--- src/rtl/seg_scan_capture.sv ---
// Receive side of the multiplexed 7-segment scan bus: follows the digit scan order,
// decodes each digit back to BCD and publishes a coherent time/function frame per full scan.
module seg_scan_capture #(
    parameter int MAX_DWELL = 16
) (
    input  logic       CP,
    input  logic       CR,
    input  logic [7:0] seg,
    input  logic [7:0] codeout,
    output logic [7:0] hour,
    output logic [7:0] minute,
    output logic [7:0] second,
    output logic [1:0] NUM,
    output logic       frame_valid,
    output logic       locked,
    output logic       err
);

    localparam int DW = $clog2(MAX_DWELL + 1);

    typedef enum logic [1:0] {
        SYNC = 2'd0,
        SCAN = 2'd1,
        GAP  = 2'd2,
        NUMS = 2'd3
    } state_t;

    // Returns {valid, digit}; the dp bit is a don't-care.
    function automatic logic [4:0] seg7_decode(input logic [7:0] pat);
        logic [4:0] r;
        casez (pat)
            8'b?0111111: r = 5'h10;
            8'b?0000110: r = 5'h11;
            8'b?1011011: r = 5'h12;
            8'b?1001111: r = 5'h13;
            8'b?1100110: r = 5'h14;
            8'b?1101101: r = 5'h15;
            8'b?1111101: r = 5'h16;
            8'b?0000111: r = 5'h17;
            8'b?1111111: r = 5'h18;
            8'b?1101111: r = 5'h19;
            default:     r = 5'h00;
        endcase
        return r;
    endfunction

    state_t        state_r, state_s;
    logic [2:0]    idx_r, idx_s;
    logic [6:0]    code_r, code_s;
    logic [DW-1:0] dwell_r, dwell_s;
    logic [23:0]   shadow_r, shadow_s;
    logic [7:0]    hour_r, hour_s, minute_r, minute_s, second_r, second_s;
    logic [1:0]    num_r, num_s;
    logic          frame_valid_r, frame_valid_s;
    logic          locked_r, locked_s;
    logic          err_r, err_s;

    logic [4:0]    dec_s;
    logic          dig_valid_s;
    logic [3:0]    dig_s;
    logic          relock_ok_s;
    logic [2:0]    idx_inc_s;
    logic [4:0]    nib_lsb_s;
    logic [7:0]    cur_seg_s, nxt_seg_s;
    logic          viol_s;

    assign dec_s       = seg7_decode(codeout);
    assign dig_valid_s = dec_s[4];
    assign dig_s       = dec_s[3:0];
    assign relock_ok_s = (seg == 8'h01) && dig_valid_s;
    assign idx_inc_s   = idx_r + 3'd1;
    assign nib_lsb_s   = {idx_inc_s, 2'b00};

    assign hour        = hour_r;
    assign minute      = minute_r;
    assign second      = second_r;
    assign NUM         = num_r;
    assign frame_valid = frame_valid_r;
    assign locked      = locked_r;
    assign err         = err_r;

    // Select value of the slot being held and of the slot expected next.
    always_comb begin
        cur_seg_s = 8'h00;
        nxt_seg_s = 8'h00;
        case (state_r)
            SCAN: begin
                cur_seg_s = 8'h01 << idx_r;
                nxt_seg_s = (idx_r == 3'd5) ? 8'h00 : (8'h01 << idx_inc_s);
            end
            GAP: begin
                cur_seg_s = 8'h00;
                nxt_seg_s = 8'h80;
            end
            NUMS: begin
                cur_seg_s = 8'h80;
                nxt_seg_s = 8'h01;
            end
            default: begin
                cur_seg_s = 8'h00;
                nxt_seg_s = 8'h00;
            end
        endcase
    end

    // Scan-order tracking, dwell checks, shadow fill and frame publication.
    always_comb begin
        state_s       = state_r;
        idx_s         = idx_r;
        code_s        = code_r;
        dwell_s       = dwell_r;
        shadow_s      = shadow_r;
        hour_s        = hour_r;
        minute_s      = minute_r;
        second_s      = second_r;
        num_s         = num_r;
        frame_valid_s = 1'b0;
        locked_s      = locked_r;
        err_s         = 1'b0;
        viol_s        = 1'b0;

        case (state_r)
            SYNC: begin
                if (relock_ok_s) begin
                    state_s        = SCAN;
                    idx_s          = 3'd0;
                    code_s         = codeout[6:0];
                    dwell_s        = DW'(1);
                    shadow_s[3:0]  = dig_s;
                    locked_s       = 1'b1;
                end else begin
                    locked_s       = 1'b0;
                end
            end
            SCAN, GAP, NUMS: begin
                if (seg == cur_seg_s) begin
                    if (dwell_r == DW'(MAX_DWELL)) begin
                        viol_s = 1'b1;
                    end else if ((state_r != GAP) && (codeout[6:0] != code_r)) begin
                        viol_s = 1'b1;
                    end else begin
                        dwell_s = dwell_r + DW'(1);
                    end
                end else if (seg == nxt_seg_s) begin
                    dwell_s = DW'(1);
                    code_s  = codeout[6:0];
                    if (state_r == GAP) begin
                        if (!dig_valid_s || (dig_s > 4'd3)) begin
                            viol_s = 1'b1;
                        end else begin
                            // Frame-complete edge: the whole shadow goes out at once.
                            state_s       = NUMS;
                            hour_s        = shadow_r[23:16];
                            minute_s      = shadow_r[15:8];
                            second_s      = shadow_r[7:0];
                            num_s         = dig_s[1:0];
                            frame_valid_s = 1'b1;
                        end
                    end else if (state_r == NUMS) begin
                        if (!dig_valid_s) begin
                            viol_s = 1'b1;
                        end else begin
                            state_s       = SCAN;
                            idx_s         = 3'd0;
                            shadow_s[3:0] = dig_s;
                        end
                    end else if (idx_r == 3'd5) begin
                        state_s = GAP;
                    end else if (!dig_valid_s) begin
                        viol_s = 1'b1;
                    end else begin
                        idx_s                   = idx_inc_s;
                        shadow_s[nib_lsb_s +: 4] = dig_s;
                    end
                end else begin
                    viol_s = 1'b1;
                end
            end
            default: begin
                state_s  = SYNC;
                locked_s = 1'b0;
            end
        endcase

        // A violation drops the partial frame; a valid first slot re-locks on the same edge.
        if (viol_s) begin
            err_s    = 1'b1;
            shadow_s = 24'h000000;
            dwell_s  = DW'(1);
            if (relock_ok_s) begin
                state_s       = SCAN;
                idx_s         = 3'd0;
                code_s        = codeout[6:0];
                shadow_s[3:0] = dig_s;
                locked_s      = 1'b1;
            end else begin
                state_s  = SYNC;
                idx_s    = 3'd0;
                locked_s = 1'b0;
            end
        end else begin
            err_s = 1'b0;
        end
    end

    // State and output registers with synchronous reset.
    always_ff @(posedge CP) begin
        if (CR) begin
            state_r       <= SYNC;
            idx_r         <= 3'd0;
            code_r        <= 7'h00;
            dwell_r       <= '0;
            shadow_r      <= 24'h000000;
            hour_r        <= 8'h00;
            minute_r      <= 8'h00;
            second_r      <= 8'h00;
            num_r         <= 2'd0;
            frame_valid_r <= 1'b0;
            locked_r      <= 1'b0;
            err_r         <= 1'b0;
        end else begin
            state_r       <= state_s;
            idx_r         <= idx_s;
            code_r        <= code_s;
            dwell_r       <= dwell_s;
            shadow_r      <= shadow_s;
            hour_r        <= hour_s;
            minute_r      <= minute_s;
            second_r      <= second_s;
            num_r         <= num_s;
            frame_valid_r <= frame_valid_s;
            locked_r      <= locked_s;
            err_r         <= err_s;
        end
    end

endmodule

--- config.mk ---
export PLATFORM = sky130hd
export DESIGN_NAME = seg_scan_capture
export DESIGN_NICKNAME = d
export VERILOG_FILES = /design/src/rtl/seg_scan_capture.sv
export SDC_FILE = /design/constraint.sdc
export NUM_CORES = 1
export LEC_CHECK = 0
export ABC_CLOCK_PERIOD_IN_PS = 4500
export CAP_MARGIN = 15
export CORE_UTILIZATION = 40
export CTS_CLUSTER_DIAMETER = 60
export CTS_CLUSTER_SIZE = 28
export DETAILED_ROUTE_END_ITERATION = 10
export SLEW_MARGIN = 20
export SYNTH_ARGS = -nofsm -noshare
export SYNTH_HDL_FRONTEND = slang
export SYNTH_SLANG_ARGS = --single-unit
--- constraint.sdc ---
create_clock -name CP -period 4.5 [get_ports CP]
set_input_delay 0.9 -clock CP [delete_from_list [all_inputs] [get_ports CP]]
set_output_delay 0.9 -clock CP [all_outputs]
set_load 0.02 [all_outputs]
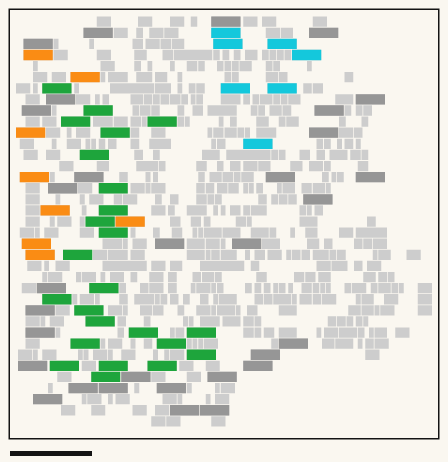
*Sequential cells colored by netlist name*
The bar under the picture is 20 um long. Other sequential cells in the stronger gray, the rest of the logic in the fainter gray.
legend:
  shadow_r:
    color: green
    flops: 24
  hour:
    color: orange
    flops: 8
  code_r:
    color: cyan
    flops: 7
    where: top center
flop share of the area: 0.277
seq pwr: 658 uW
final core occ: 0.492

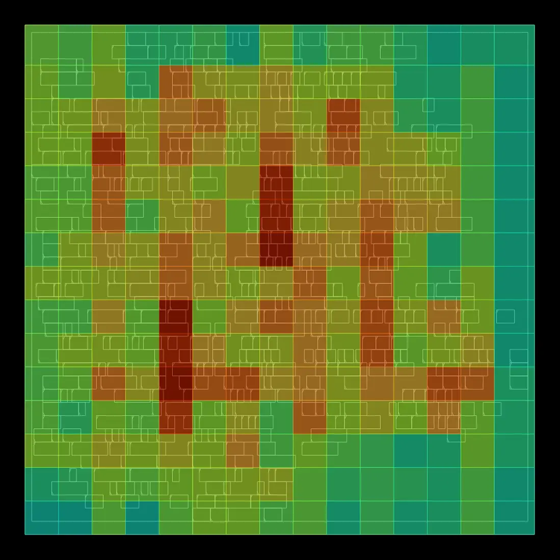
*Routing congestion*
GRT Resource Usage Total: 0.203
M2 GR Usage: 0.315
GRT met3 Usage: 0.0381
layer with the highest usage: met2
met1 Use GR: 0.286

==> impl_metrics.toml <==
# implementation run metrics
[clock_network]
clkTransAtPathRegs_ns = 0.09
post_cts_resized = 0
cts_tree = "yes"
cts.hold.buffers_added = 0

[pwr]
power_switching_uw = 699
seqPwrFrac = 0.330
p_leak_uw = 0.00173
power_frac_comb = 0.325
top_power_group = "clock"
powerComb_uw = 648
vdd_drop_max_v = 0.000246
power_frac_clock = 0.345
totalPowerFinal_uw = 1990
powerClk_uw = 688

[floorplan]
fp.dieArea_mm2 = 0.0110
die_w_um = 105
chipHeight_um = 105
io_pins = 47

[final_layout]
stdcell_area_mm2 = 0.00505
layout_top_cells = "nor2_1 (73), dfxtp_1 (70), mux2i_1 (51), clkdlybuf4s50_1 (44), a21oi_1 (29)"
fin_cells = 675
final-clk-cell-share = 0.0535
ff_count = 70
area_dominant_class = "multi-input combinational cells"
diodes = 0
syn_to_final_growth_pct = 19.4

[route]
route.met2.wl_um = 4840
highest_layer = "met4"
remaining_drc_errors = 0
drtPass1Iterations = 5
vias_per_cell = 5.63
drtIter0Drc = 214

[grt]
grt_pass1_wl_um = 18100
gr-total-overflow = 0
grt_max_degree = 44
antenna_found_initial = 0

[final_timing]
finClkSkew_ns = 0.0150
tightest_slew_ns = 0.651
worst_slew_margin_rel = 0.566
hold_viol = 0
slew_violations = 0
rsz0062_at_grt = "no"
max_freq_ghz = 0.262
finalCritPeriodShare = 0.849
setup_slack_ns = 0.679
tns_ns = 0

[place]
placed_area_mm2 = 0.00478
place_ws_ns = 0.474

[outcome]
outcome = "finished clean"

[critical_path]
max_stage_delay_ns = 0.61
reg2reg_from = "idx_r[2]$_SDFFE_PP0P_"
crit_buf_inv = 1
crit_top_cell = "ha_1"
crit_chain = "inv_1 -> ha_1 -> ha_1 -> nand2b_1 -> o221ai_1 -> o2111a_1 -> nand4_2 -> o311ai_0 -> o21ai_1 -> mux2_4"
critPathArrivalTime_ns = 4.08

[yosys]
ys.flop_type = "dfxtp_1"
synthArstFlopShare = 0
mappedNetlistArea_mm2 = 0.00423
syn_inst = 503
fp_nets = 537
top_logic_kind = "simple AND/OR/NAND/NOR gates"
ys_cells = 503
ys_sh_adder = 0.0473
postSynthSeqShare = 0.331
syn_avg_cell_area_um2 = 8.42
ys_warn_count = 0

[min_path]
hold_path.class = "reg -> reg"

[run]
cap_viol_max_count = 0
warnings = 38
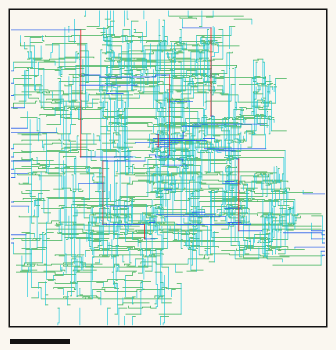
*Wiring by layer*
The bar under the picture is 20 um long.
legend:
  M3:
    color: blue
    wire_length: 485 um
  M4:
    color: red
    wire_length: 152 um
  M1:
    color: green
    wire_length: 5190 um
  M2:
    color: cyan
    wire_length: 4840 um
Total Wirelength: 10700 um
routed vias: 3802
DR WL/cell: 15.8 um

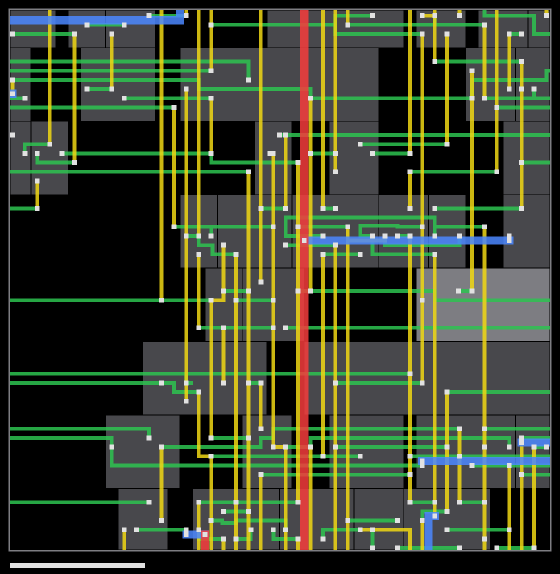
*Layout detail*
The bar under the picture is 5 um long. Region (42, 63) to (62, 83) um. Cells in gray, sequential cells in the stronger gray; small squares are vias.
legend:
  M4:
    color: red
  M2:
    color: yellow
  M1:
    color: green
  M3:
    color: blue
cells with their middle in the window: 33
most frequent: buf_4 (4)
sequential cells in the window: 1
netlist names of flops here include: code_r (1)

[per-layer routing]
| layer | global-route usage | vias up |
|---|---|---|
| li1 | - | 1885 |
| met1 | 0.286 | 1805 |
| met2 | 0.315 | 96 |
| met3 | 0.0381 | 16 |
| met4 | 0.0553 | 0 |
| met5 | 0 | - |
[cell usage after synthesis (4+ instances only)]
cell type   n  share of area
nor2_1     73          0.065
dfxtp_1    70           0.33
mux2i_1    51           0.12
a21oi_1    29          0.034
clkbuf_1   22          0.020
o21ai_0    21          0.025
nand3_1    19          0.022
inv_1      17          0.015
nor3_1     17          0.020
ha_1       16          0.047
nand2_1    14          0.012
nor4_1     12          0.018
nand2b_1   10          0.015
o31ai_1    10          0.018
buf_2       8         0.0095
nand4_1     8          0.012
xor2_1      7          0.014
or3_1       6         0.0089
a31oi_1     5         0.0074
buf_4       4         0.0071
nor3_2      4         0.0095
nor4bb_1    4         0.0095
or2_2       4         0.0059
[sequential cells by signal, indices dropped and copies added (netlist names), 2 cells and up]
signal	cells
hour	8
NUM	2
state_r	2
code_r	7
dwell_r	5
second	8
shadow_r	24
minute	8
idx_r	3
[path summary, 6_finish.rpt]
check                                   to  slack, ns  cells after the start
hold / removal    shadow_r[3]$_SDFFE_PP0P_       0.48                      2
hold reg to reg   shadow_r[3]$_SDFFE_PP0P_       0.48                      2
setup / recovery  shadow_r[1]$_SDFFE_PP0P_       0.68                     10
setup reg to reg  shadow_r[1]$_SDFFE_PP0P_       0.68                     10
[worst register-to-register path: stages (launching register included)]
cell	delay [ns]
dfxtp_1	0.61
inv_1	0.15
ha_1	0.53
ha_1	0.46
nand2b_1	0.10
o221ai_1	0.16
o2111a_1	0.24
nand4_2	0.31
o311ai_0	0.51
o21ai_1	0.31
mux2_4	0.36
Power figures rest on the tool's default switching activity, not on a simulated workload.
